[src/rtl/lvds_adc_pkg.sv]
// lvds_adc_pkg
// Shared definitions for the LVDS ADC receive path: the frame-alignment
// state type and the default parameter values used by the deserializer.
package lvds_adc_pkg;

    typedef enum logic [1:0] {
        HUNT    = 2'd0,   // searching for a rising frame edge
        ACQUIRE = 2'd1,   // aligned, counting good words before trusting them
        LOCKED  = 2'd2    // aligned and trusted, words are delivered
    } lvds_state_t;

    localparam int DEF_DATA_WIDTH = 14;
    localparam int DEF_LOCK_COUNT = 4;
    localparam int DEF_ERR_WIDTH  = 8;

endpackage : lvds_adc_pkg

[src/rtl/diff_to_single_ended.sv]
// diff_to_single_ended
// Input-buffer wrapper converting one differential pin pair to a
// single-ended signal. Vendor flows map this onto their differential input
// primitive; the generic body models an ideal receiver.
//
// Ports:
//   I   in   positive leg of the pair
//   IB  in   negative leg of the pair
//   O   out  single-ended receiver output
module diff_to_single_ended #(
    parameter IOSTANDARD = "LVDS_25",
    parameter DIFF_TERM  = "TRUE"
) (
    input  logic I,
    input  logic IB,
    output logic O
);

    // A single-ended standard, or an unterminated pair, is resolved from the
    // positive leg alone; a terminated differential pair only reads as 1
    // when the legs are in their complementary high state.
    if ((IOSTANDARD == "LVCMOS25") || (IOSTANDARD == "LVCMOS33") ||
        (DIFF_TERM != "TRUE")) begin : g_single
        assign O = I;
    end else begin : g_diff
        assign O = I & ~IB;
    end

endmodule : diff_to_single_ended

[src/rtl/lvds_adc_deserializer.sv]
// lvds_adc_deserializer
// Receives the ADC serial data lane and frame lane, aligns on the frame
// marker (high during the MSB of every word) and emits parallel sample
// words with a one-cycle valid strobe once LOCK_COUNT consecutive
// well-formed frames have been seen.
//
// Ports:
//   clk           in   bit clock, one serial bit per rising edge
//   rst_n         in   asynchronous active-low reset
//   data_p/data_n in   LVDS serial data lane, MSB first
//   frame_p/frame_n in LVDS frame lane
//   err_clear     in   synchronous clear of err_count (wins over increment)
//   sample_out    out  last delivered word
//   sample_valid  out  one-cycle strobe, sample_out is new
//   locked        out  high while in LOCKED
//   err_count     out  saturating count of frame errors
module lvds_adc_deserializer
    import lvds_adc_pkg::*;
#(
    parameter int DATA_WIDTH = DEF_DATA_WIDTH,
    parameter int LOCK_COUNT = DEF_LOCK_COUNT,
    parameter int ERR_WIDTH  = DEF_ERR_WIDTH,
    parameter     IOSTANDARD = "LVDS_25",
    parameter     DIFF_TERM  = "TRUE"
) (
    input  logic                  clk,
    input  logic                  rst_n,
    input  logic                  data_p,
    input  logic                  data_n,
    input  logic                  frame_p,
    input  logic                  frame_n,
    input  logic                  err_clear,
    output logic [DATA_WIDTH-1:0] sample_out,
    output logic                  sample_valid,
    output logic                  locked,
    output logic [ERR_WIDTH-1:0]  err_count
);

    localparam int IDX_W  = $clog2(DATA_WIDTH);
    localparam int GOOD_W = $clog2(LOCK_COUNT) + 1;
    localparam logic [IDX_W-1:0]  LAST_IDX  = IDX_W'(DATA_WIDTH - 1);
    localparam logic [GOOD_W-1:0] LAST_GOOD = GOOD_W'(LOCK_COUNT - 1);

    function automatic logic [ERR_WIDTH-1:0] sat_inc(input logic [ERR_WIDTH-1:0] v);
        return (&v) ? v : v + ERR_WIDTH'(1);
    endfunction

    logic data_i;
    logic frame_i;

    diff_to_single_ended #(
        .IOSTANDARD (IOSTANDARD),
        .DIFF_TERM  (DIFF_TERM)
    ) u_data_buf (
        .I  (data_p),
        .IB (data_n),
        .O  (data_i)
    );

    diff_to_single_ended #(
        .IOSTANDARD (IOSTANDARD),
        .DIFF_TERM  (DIFF_TERM)
    ) u_frame_buf (
        .I  (frame_p),
        .IB (frame_n),
        .O  (frame_i)
    );

    logic                  data_s;
    logic                  frame_s;
    logic                  frame_q;
    logic [DATA_WIDTH-2:0] shift_q;
    logic [IDX_W-1:0]      idx;
    logic [GOOD_W-1:0]     good_cnt;
    lvds_state_t           state_q;

    lvds_state_t           state_d;
    logic [IDX_W-1:0]      idx_d;
    logic [GOOD_W-1:0]     good_d;
    logic                  frame_err;
    logic                  word_done;

    // idx is the position, within the current word, of the bit now held in
    // data_s. The bit that raised the frame in HUNT is bit 0, so the next
    // bit evaluated is position 1.
    always_comb begin
        state_d   = state_q;
        idx_d     = idx;
        good_d    = good_cnt;
        frame_err = 1'b0;
        word_done = 1'b0;
        case (state_q)
            HUNT: begin
                idx_d  = '0;
                good_d = '0;
                if (frame_s && !frame_q) begin
                    state_d = ACQUIRE;
                    idx_d   = IDX_W'(1);
                end
            end
            ACQUIRE, LOCKED: begin
                if (frame_s != (idx == '0)) begin
                    // Misaligned frame: drop the partial word and require a
                    // fresh rising edge rather than reusing this bit.
                    frame_err = 1'b1;
                    state_d   = HUNT;
                    idx_d     = '0;
                    good_d    = '0;
                end else if (idx == LAST_IDX) begin
                    word_done = 1'b1;
                    idx_d     = '0;
                    if (state_q == ACQUIRE) begin
                        if (good_cnt == LAST_GOOD) begin
                            state_d = LOCKED;
                            good_d  = '0;
                        end else begin
                            good_d = good_cnt + GOOD_W'(1);
                        end
                    end
                end else begin
                    idx_d = idx + IDX_W'(1);
                end
            end
            default: begin
                state_d = HUNT;
                idx_d   = '0;
                good_d  = '0;
            end
        endcase
    end

    always_ff @(posedge clk or negedge rst_n) begin
        if (!rst_n) begin
            data_s       <= 1'b0;
            frame_s      <= 1'b0;
            frame_q      <= 1'b0;
            shift_q      <= '0;
            idx          <= '0;
            good_cnt     <= '0;
            state_q      <= HUNT;
            sample_out   <= '0;
            sample_valid <= 1'b0;
            locked       <= 1'b0;
            err_count    <= '0;
        end else begin
            // Stage boundary: pin capture into the single sync register.
            data_s  <= data_i;
            frame_s <= frame_i;
            frame_q <= frame_s;

            // Stage boundary: alignment and word assembly. The shifter runs
            // every cycle, so on the last bit it already holds bits 0..W-2.
            shift_q  <= {shift_q[DATA_WIDTH-3:0], data_s};
            idx      <= idx_d;
            good_cnt <= good_d;
            state_q  <= state_d;
            locked   <= (state_d == LOCKED);

            sample_valid <= word_done && (state_q == LOCKED);
            if (word_done && (state_q == LOCKED)) begin
                sample_out <= {shift_q, data_s};
            end

            if (err_clear) begin
                err_count <= '0;
            end else if (frame_err) begin
                err_count <= sat_inc(err_count);
            end
        end
    end

endmodule : lvds_adc_deserializer

[config.mk]
export PLATFORM = sky130hd
export DESIGN_NAME = lvds_adc_deserializer
export DESIGN_NICKNAME = d
export VERILOG_FILES = /design/src/rtl/lvds_adc_pkg.sv /design/src/rtl/diff_to_single_ended.sv /design/src/rtl/lvds_adc_deserializer.sv
export SDC_FILE = /design/constraint.sdc
export NUM_CORES = 1
export LEC_CHECK = 0
export ABC_AREA = 1
export CAP_MARGIN = 20
export CORE_AREA = 5 5 84 86
export CTS_CLUSTER_DIAMETER = 30
export DETAILED_ROUTE_END_ITERATION = 7
export DIE_AREA = 0 0 89 91
export PLACE_DENSITY_LB_ADDON = 0.08
export SLEW_MARGIN = 30
export SYNTH_ARGS = -nofsm -noshare
export SYNTH_HDL_FRONTEND = slang
export SYNTH_SLANG_ARGS = --single-unit
[constraint.sdc]
create_clock -name clk -period 2.5 [get_ports clk]
set_clock_uncertainty 0.2 [all_clocks]
set_input_delay 0.375 -clock clk [delete_from_list [all_inputs] [get_ports clk]]
set_output_delay 0.375 -clock clk [all_outputs]
set_load 0.1 [all_outputs]
==> results_slide.txt, run 1 <==
Synthesis and Place & Route Summary

Drt
  • DRT iter0 DRCs: 34
  • TritonRoute pass-1 iters: 4
  • Detail Route Antenna Nets: 0
  • Vias per Instance: 4.33
  • # DRC: 0

Flow run
  • Tool Warnings: 31

Placement
  • HPWL Detailed: 2.72 mm
  • Dpl ws: 0.557 ns
  • Port Buffers: 30
  • Inst Count DP: 333

GRT
  • Initial antenna violation count: 0
  • Global-route wire length before repair: 6.94 mm
  • Overflow left after global routing: 0
  • Largest net degree at the start of global routing: 50
  • Vias in the first global route: 1520

Clocking
  • CTS tree: built
  • Clock Sinks: 49
  • Reg clk slew, reported paths: 0.09 ns
  • CTS root buf: clkbuf_8
  • Total CTS buffers: 5
  • Skew-Pair Late Insertion Delay: 0.29 ns
  • H-tree levels: 2

Critical path
  • Slowest cell on the critical path: dfrtp_1
  • Worst-path cell chain: inv_1, ha_1, nand3_4, nor2_8, inv_2, nand2_1, nand2_1
  • R2R depth: 7
  • Worst setup SP type: register
  • Reg-to-reg setup timing slack: 0.59 ns
  • Crit Path Max Fanout: 16
  • Worst r2r src: state_q[1]
  • Reg2reg end: sample_out[8]
  • CP max stage delay: 0.40 ns
  • Top delay family on crit path: simple AND/OR/NAND/NOR gates
  • CP dominant cell by count: nand2_1
  • CP Capture Type: register
  • Critical path buffer and inverter count: 2

Timing
  • Worst slew pin tran: 0.607 ns
  • Total negative slack: 0 ns
  • Fmax: 0.522 GHz
  • Final Hold Vio Count: 0
  • Max-slew violations: 0
  • RSZ-0062 raised after global routing: no
  • Final setup margin: 0.586 ns
  • Hold_ws: 0.178 ns
  • Fin crit period: 1.91 ns
  • Final setup fails: 0
  • Final worst path period share: 76.6%

Synth
  • Gate Count Post-Synth: 227
  • Yosys warning tally: 0
  • Asr flop ratio synth: 100%
  • Mapped Area: 2100 µm²
  • Synth cell types: 24
  • Register share after synthesis: 58.3%
  • Ranking of synthesized cells by area: dfrtp_1 (58%), nand2_1 (14%), ha_1 (5.4%)
  • Syn Area/Cell: 9.27 µm²
  • Main flop type: dfrtp_1
  • Yosys top cell by area: dfrtp_1
  • Yosys Chip Area: 2100 µm²
  • EDFF count, synth: 0
  • Floorplan net count: 243
  • Yosys Instances: 227

Run status
  • Status: finished clean

Hold path
  • Worst Hold End: shift_q[12]
  • Worst hold-check path type: register to register
  • Hold depth: 0

Pwr
  • Leak: 1.40 nW
  • Cell Pwr Density: 679 nW/µm²
  • VDD IR max: 0.000422 V
  • Total power: 1.72 mW

Floorplanning
  • Core area: 6200 µm²
  • Die Width: 89 µm
  • Initial Util: 33.9%
  • Die height: 91 µm

Final layout
  • Design Area, Final: 2540 µm²
  • Non-Filler Instances: 341
  • # fillers: 639
  • Layout Utilization: 40.9%
  • Dominant logic cell types in the final layout: nand2_1 (77), dfrtp_1 (49), buf_4 (25)
-- run 1: synth_stat cells (2+ instances only) --
library cell  instances
o21ai_0               3
nand2_1              77
dfrtp_1              49
nor3_1                4
inv_1                24
xor2_1                3
nand3_1              15
nand4_1               2
nand2_2               3
o21ai_1               3
ha_1                  9
a21oi_1               4
nor2_1               20
-- run 1: cells by family after synthesis --
group           after synthesis  synth area share, %
buf+inv                      28                 5.53
compound gates               11                 2.74
xor+xnor                      4                 1.67
fa+ha+maj                     9                 5.35
flops                        49                 58.3
simple gates                126                 26.4
-- run 1: final cells by class --
type / count / area, µm² / area share [%]
Inverter: 26 / 97.6 / 3.85
Tap cell: 77 / 96.3 / 3.80
Sequential cell: 49 / 1230 / 48.3
Clock buffer: 5 / 68.8 / 2.71
Multi-Input combinational cell: 150 / 761 / 30.0
Timing Repair Buffer: 32 / 253 / 9.96
Clock inverter: 2 / 35.0 / 1.38
-- run 1: flip-flops by register name, summed over array words and instances (netlist names) --
register and count:
sample_out 14, shift_q 13, err_count 8, idx 4, good_cnt 3, state_q 2, data_s 1, frame_q 1
frame_s 1, locked 1, sample_valid 1
-- run 1: metal layers --
layer,vias to the layer above,track usage (%),part of all wire (%)
met1,680,13.6,49
li1,774,-,-
met2,22,17.4,46
met3,2,2.90,4.4
met5,-,0,0
met4,0,3.35,0.83
-- run 1: power by group --
part | total, mW | switching (mW) | leakage (nW) | internal, mW
combinational | 0.321 | 0.228 | 0.679 | 0.0924
clock | 0.541 | 0.250 | 0.0540 | 0.291
sequential | 0.862 | 0.0326 | 0.665 | 0.829
total | 1.72 | 0.511 | 1.40 | 1.21
-- run 1: what timing repair did --
item / in CTS / in global routing
buffers inserted: 0 / 0
endpoints found under the hold margin: 14 / 0
hold buffers: 1 / 0
-- run 1: how the worst max path moves through the flow --
stage	from	end	cells after the start
final	state_q[1]	sample_out[8]	7
after global placement	state_q[1]	sample_out[8]	7
after global routing	state_q[1]	sample_out[2]	7
after CTS	state_q[1]	sample_out[8]	7
after floorplan	err_count[1]	err_count[4]	8
after detailed placement	state_q[1]	sample_out[8]	7
run_1/ff_map.png
The bar under the picture is 20 µm long. Other sequential cells in the stronger grey, the rest of the logic in the fainter grey.
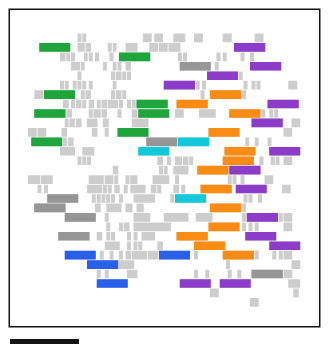
| colour | name in the netlist | sequential cells |
|---|---|---|
| purple | sample_out | 14 |
| orange | shift_q | 13 |
| green | err_count | 8 |
| blue | idx | 4 |
| cyan | good_cnt | 3 |
not coloured: 7

run_1/congestion_map.png
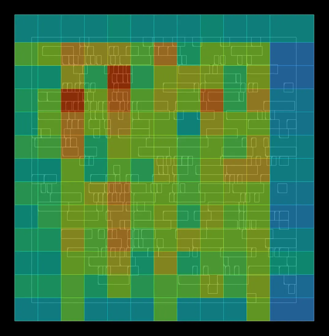
Most Crowded Layer GR: met2
met3 Use GR: 2.90%
wire per inst: 11.3 µm

run_1/layers.png
Two of the layers only.
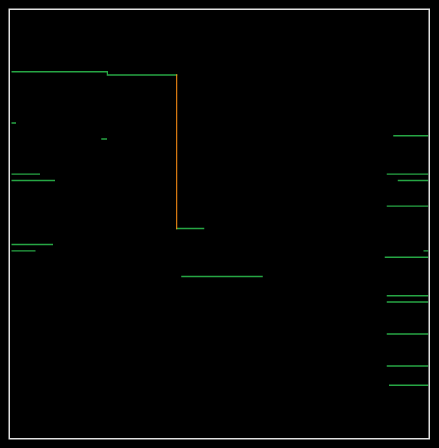
| colour | layer | wire length |
|---|---|---|
| green | M3 | 170 µm |
| orange | M4 | 32.6 µm |
Total Wirelength: 3.85 mm
Overall Global Routing Usage: 10.6%
via count: 1478

run_1/gates.png
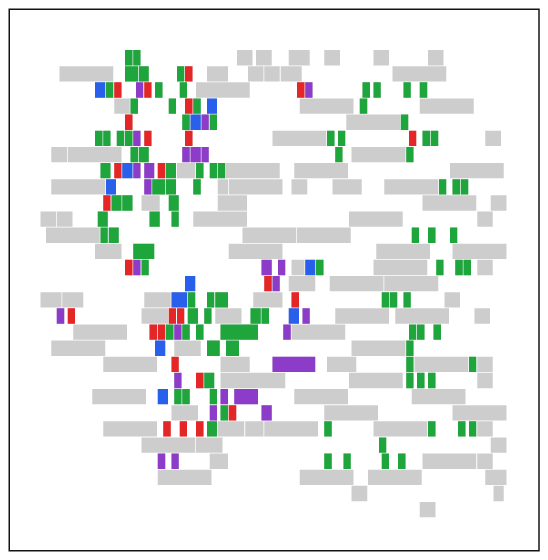

--- run 2 (diff from run 1) ---
clock period = 1.9 ns   (was 2.5 ns; I/O delays follow)
run_2/gates.png
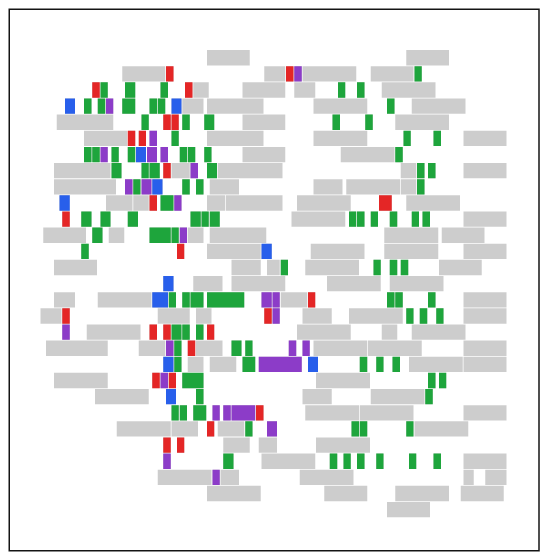
| colour | family | cells |
|---|---|---|
| blue | aoi and oai cells | 11 |
| purple | nor cells | 26 |
| green | nand cells | 99 |
| red | inv cells | 26 |
Non-Filler Instances: 350
commonest non-fill, non-tap cell in the layout: nand2_1

run_2/layers.png
Two of the layers only.
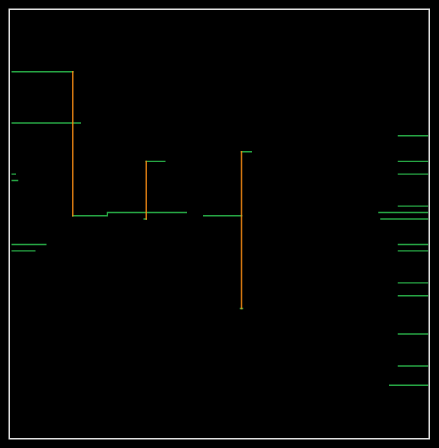
| colour | layer | wire length |
|---|---|---|
| green | M3 | 171 µm |
| orange | M4 | 76.2 µm |
Overall Global Routing Usage: 11.1%
Total Wirelength: 3.95 mm
via count: 1539

run_2/sizing.png
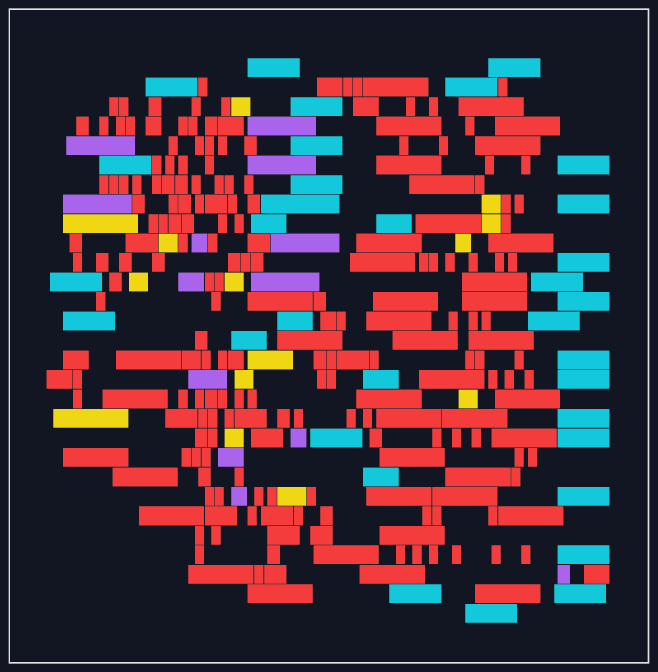
| colour | size | cells | share | most used |
|---|---|---|---|---|
| cyan | x6 and larger | 33 | 12% | buf_12 |
| purple | x2 | 13 | 4.8% | dfrtp_2 |
| red | x1 and smaller | 213 | 78% | nand2_1 |
| yellow | x3 and x4 | 14 | 5.1% | buf_4 |

==> results_slide.txt, run 2 <==
Synthesis and Place & Route Summary

Floorplanning
  • Die height: 91 µm
  • Core area: 6200 µm²
  • Die Width: 89 µm

Placement
  • Inst Count DP: 338
  • HPWL Detailed: 2.84 mm

Timing
  • Fmax: 0.569 GHz
  • Total negative slack: 0 ns
  • RSZ-0062 raised after global routing: no
  • Final Hold Vio Count: 0
  • Max-slew violations: 0

Pwr
  • VDD IR max: 0.000514 V
  • Leak: 1.50 nW

Final layout
  • Dominant logic cell types in the final layout: nand2_1 (77), dfrtp_1 (41), buf_12 (25)
  • Biggest register: sample_out
  • # fillers: 599

Clocking
  • CTS root buf: clkbuf_8
  • Reg clk slew, reported paths: 0.09 ns
  • Total CTS buffers: 5
  • H-tree levels: 2

GRT
  • Global-route wire length before repair: 7.22 mm
  • Initial antenna violation count: 0

Synth
  • Register share after synthesis: 58.3%
  • Post-Synth Simple-Gate Area: 26.4%
  • Asr flop ratio synth: 100%
  • Yosys Instances: 227
  • Xor+xnor area frac: 1.67%
  • Mapped Area: 2100 µm²
  • Synth top cell by count: nand2_1
  • Floorplan net count: 243

Flow run
  • Tool Warnings: 31

Critical path
  • Worst-path cell chain: inv_1, ha_2, nand3_4, nor2_8, buf_4, nand2_1, nand2_1
  • CP Capture Type: register
  • CP max stage delay: 0.39 ns
  • R2R depth: 7
  • Crit Path Max Fanout: 9

Run status
  • Status: finished clean

Drt
  • Met1 wire length: 1.92 mm
  • # DRC: 0
  • Wire per inst: 11.3 µm
  • TritonRoute pass-1 iters: 4
## run 2: netlist changes by cell type in the layout (fill, tap and decap cells not counted), moves of 2 or more
| cell | previous run | this run |
|---|---|---|
| dfrtp_2 | 0 | 6 |
| buf_4 | 25 | 8 |
| dfrtp_1 | 49 | 41 |
| dfrtp_4 | 0 | 2 |
| buf_12 | 0 | 25 |
## run 2: layer usage
layer / vias up / track usage, %
li1: 789 / -
met1: 719 / 14.3
met2: 24 / 17.3
met3: 7 / 2.44
met4: 0 / 5.83
met5: - / 0
## run 2: final timing paths
| path | endpoint | slack, ns | startpoint |
|---|---|---|---|
| worst max-delay path | sample_out[11] | 0.14 | state_q[0] |
| worst min-delay path | shift_q[7] | 0.18 | shift_q[6] |
| worst min register to register | shift_q[7] | 0.18 | shift_q[6] |
| max in group asynchronous | err_count[4] | 0.97 | rst_n |
| worst max register to register | sample_out[11] | 0.14 | state_q[0] |
| min in group asynchronous | idx[3] | 0.29 | rst_n |
## run 2: repair_timing
| item | in CTS | in global routing |
|---|---|---|
| setup endpoints to repair | 0 | 18 |
| gates resized | 0 | 4 |
| hold endpoints to repair | 49 | 0 |
| setup buffers | 0 | 3 |
| hold buffers | 1 | 0 |
## run 2: logic make-up (layout without fill, tap and decap cells)
family | Yosys count | after routing
xor+xnor | 4 | 4
compound gates | 11 | 11
flops | 49 | 49
fa+ha+maj | 9 | 9
buf+inv | 28 | 74
simple gates | 126 | 126
## run 2: power breakdown
group	internal, mW	total [mW]	switching, mW	leakage, nW
clock	0.428	0.773	0.345	0.0574
combinational	0.164	0.474	0.309	0.794
sequential	1.10	1.14	0.0472	0.651
total	1.69	2.39	0.701	1.50
## run 2: critical path: cells and delay by family, from the launching register on
family,cells,cell delay [ns]
buffers and inverters,2,0.27
adder cells (fa/ha/maj),1,0.39
AND/OR/NAND/NOR,4,0.44
flip-flops,1,0.39
## run 2: through the flow
step,hold slack (ns),worst slack [ns],total power [mW],cell area [µm²]
after global placement,0.0949,0.0876,1.63,2790
final,0.181,0.144,2.39,2950
after detailed placement,0.0930,0.0825,1.63,2790
after floorplan,-0.211,0.0908,1.47,2120
after global routing,0.196,0.000804,2.53,2950
after CTS,0.181,0.0598,2.42,2920
## run 2: area by class of cell
type	count	area [µm²]	area share (%)
sequential	49	1240	42.1
timing repair buffer	40	626	21.2
tap	77	96.3	3.26
clock buffer	6	82.6	2.80
clock inverter	2	37.5	1.27
inverter	26	100	3.39
multi-input combinational	150	768	26.0
run_2/ff_map.png
The bar under the picture is 20 µm long. Other sequential cells in the stronger grey, the rest of the logic in the fainter grey.
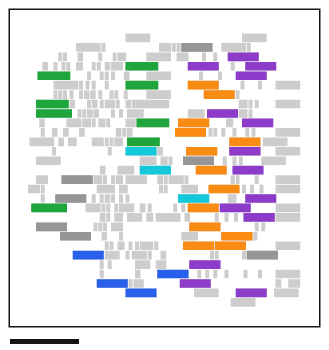

--- run 3 (diff from run 2) ---
clock period = 1.6 ns   (was 1.9 ns; I/O delays follow)
run_3/ff_map.png
The bar under the picture is 20 µm long. Other sequential cells in the stronger grey, the rest of the logic in the fainter grey.
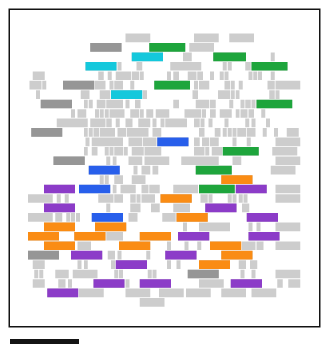
| colour | name in the netlist | sequential cells |
|---|---|---|
| cyan | good_cnt | 3 |
| purple | sample_out | 14 |
| blue | idx | 4 |
| orange | shift_q | 13 |
| green | err_count | 8 |
sequential power: 1.35 mW
Register Area: 1250 µm²

run_3/gates.png
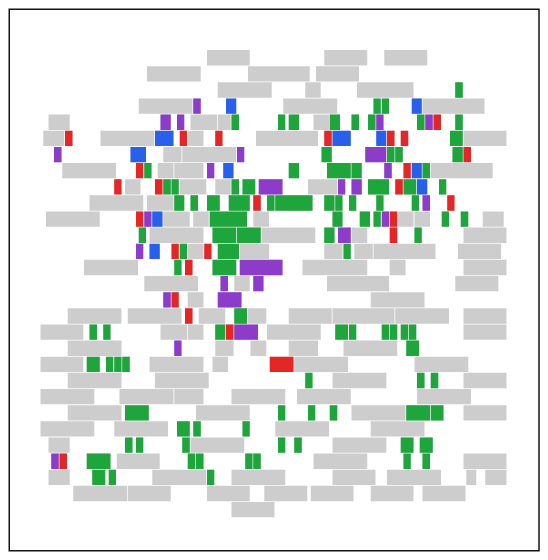
| colour | family | cells |
|---|---|---|
| blue | aoi and oai cells | 11 |
| green | nand cells | 99 |
| purple | nor cells | 26 |
| red | inv cells | 26 |

run_3/congestion_map.png
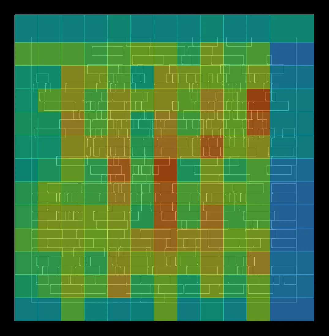
wire per inst: 11.5 µm
met3 Use GR: 2.81%
M2 GR Usage: 17.8%
met1 Resource Use GR: 14.3%

==> results_slide.txt, run 3 <==
Synthesis and Place & Route Summary

Synth
  • Ranking of synthesized cells by area: dfrtp_1 (58%), nand2_1 (14%), ha_1 (5.4%)
  • Synth cell types: 24
  • Yosys Chip Area: 2100 µm²
  • Post-synth top cells: nand2_1 (77), dfrtp_1 (49), inv_1 (24)
  • Yosys warning tally: 0
  • Main flop type: dfrtp_1
  • EDFF count, synth: 0
  • Syn Area/Cell: 9.27 µm²
  • Asr flop ratio synth: 100%
  • Yosys Instances: 227
  • Gate Count Post-Synth: 227
  • Register share after synthesis: 58.3%
  • Floorplan net count: 243
  • Synth top cell by count: nand2_1
  • Mapped Area: 2100 µm²

Floorplanning
  • Core area: 6200 µm²
  • Die Width: 89 µm
  • Die Size: 8100 µm²
  • Die height: 91 µm
  • Initial Util: 33.9%

Final layout
  • Syn-to-layout area delta: 53.7%
  • Dominant logic cell types in the final layout: nand2_1 (62), dfrtp_1 (41), buf_12 (26)
  • Design Area, Final: 3230 µm²
  • Largest register FFs: 14
  • Biggest register: sample_out
  • Layout Utilization: 52.1%
  • Commonest non-fill, non-tap cell in the layout: nand2_1
  • # fillers: 573
  • Biggest regs: sample_out: 14 flops, shift_q: 13 flops, err_count: 8 flops

Pwr
  • Leak: 1.64 nW
  • Cell Pwr Density: 940 nW/µm²
  • Total power: 3.04 mW
  • VDD IR max: 0.000514 V

Timing
  • Worst slew pin tran: 0.266 ns
  • Fin crit period: 1.65 ns
  • RSZ-0062 raised after global routing: yes
  • Final setup margin: -0.0492 ns
  • Max-slew violations: 0
  • Final Hold Vio Count: 0
  • Hold_ws: 0.173 ns
  • Fmax: 0.606 GHz
  • Final setup fails: 15
  • Final worst path period share: 103%

Clocking
  • Clock Sinks: 49
  • Reg clk slew, reported paths: 0.09 ns
  • CTS tree: built
  • H-tree levels: 2
  • CTS root buf: clkbuf_8
  • Total CTS buffers: 5

Drt
  • # DRC: 0
  • DRT iter0 DRCs: 48
  • Vias per Instance: 4.47
  • Total Wirelength: 4.15 mm
  • TritonRoute pass-1 iters: 4
  • Detail Route Antenna Nets: 0
  • Via count: 1612

Flow run
  • Tool Warnings: 34

Critical path
  • CP max stage delay: 0.39 ns
  • Crit Path Max Fanout: 7
  • Critical path buffer and inverter count: 2
  • CP Capture Type: register
  • Slowest cell on the critical path: dfrtp_1
  • CP dominant cell by count: nand2_1
  • Top delay family on crit path: simple AND/OR/NAND/NOR gates
  • Worst setup SP type: register
  • Worst-path cell chain: inv_2, ha_1, nand2_2, nor2_4, nand2_4, nor2_8, clkbuf_16, nand2_1, nand2_1
  • Worst endpoint data arrival time: 1.70 ns

GRT
  • Initial antenna violation count: 0
  • Vias in the first global route: 1580
  • Overall Global Routing Usage: 11.0%
  • Largest net degree at the start of global routing: 50
  • Global-route wire length before repair: 7.09 mm
  • Overflow left after global routing: 0

Hold path
  • Worst hold-check path type: register to register

Run status
  • Failing checks: negative setup slack
  • Status: finished, violations left

Placement
  • Port Buffers: 30
  • Placed cell area: 2950 µm²
  • Inst Count DP: 348
==> run 3: path summary, 6_finish.rpt <==
path	startpoint	endpoint	slack [ns]	depth (start not counted)
max in group asynchronous	rst_n	err_count[0]	0.71	3
max	idx[1]	sample_out[7]	-0.05	9
min in group asynchronous	rst_n	sample_out[13]	0.23	3
max reg2reg	idx[1]	sample_out[7]	-0.05	9
min	shift_q[5]	shift_q[6]	0.17	0
min reg2reg	shift_q[5]	shift_q[6]	0.17	0
==> run 3: what timing repair did <==
| action | in CTS | in global routing |
|---|---|---|
| hold endpoints to repair | 49 | 0 |
| gates resized | 3 | 33 |
| pin swaps | 0 | 13 |
| cloned | 0 | 1 |
| endpoints found under the setup margin | 20 | 30 |
| setup buffers | 2 | 2 |
| hold buffers | 1 | 0 |
==> run 3: report_power, final <==
| group | switching, mW | internal, mW | total, mW |
|---|---|---|---|
| sequential | 0.0448 | 1.30 | 1.35 |
| clock | 0.410 | 0.463 | 0.873 |
| combinational | 0.469 | 0.349 | 0.817 |
| total | 0.923 | 2.12 | 3.04 |
==> run 3: routing by layer <==
metal	vias up	track usage [%]	wire length, µm
met4	0	3.72	55
met3	5	2.81	180
met5	-	0	0
met2	24	17.8	2050
li1	817	-	-
met1	766	14.3	1870
==> run 3: worst reg2reg max path, cell delays in order (launching register included) <==
cell       delay, ns
dfrtp_1         0.39
inv_2           0.09
ha_1            0.17
nand2_2         0.07
nor2_4          0.15
nand2_4         0.08
nor2_8          0.16
clkbuf_16       0.19
nand2_1         0.05
nand2_1         0.05
==> run 3: final cells by class <==
class / count / area, µm² / share of cell area (%)
Inverter: 26 / 105 / 3.25
Multi-Input combinational cell: 150 / 923 / 28.6
Clock inverter: 2 / 38.8 / 1.20
Clock buffer: 5 / 68.8 / 2.13
Timing Repair Buffer: 52 / 746 / 23.1
Tap cell: 77 / 96.3 / 2.98
Sequential cell: 49 / 1250 / 38.8
==> run 3: cell families (layout without fill, tap and decap cells) <==
logic type | Yosys count | in the layout | share of synthesized area [%]
fa+ha+maj | 9 | 9 | 5.35
xor+xnor | 4 | 4 | 1.67
buf+inv | 28 | 85 | 5.53
simple gates | 126 | 126 | 26.4
compound gates | 11 | 11 | 2.74
flops | 49 | 49 | 58.3
==> run 3: stage by stage <==
step	TNS, ns	setup WS (ns)
2_1_floorplan	-0.557	-0.0417
6_report	-0.428	-0.0492
3_5_place_dp	-0.222	-0.0247
3_3_place_gp	0	0.00647
5_1_grt	-1.79	-0.111
4_1_cts	-0.221	-0.0245
Power is estimated from default activity; no workload was simulated.
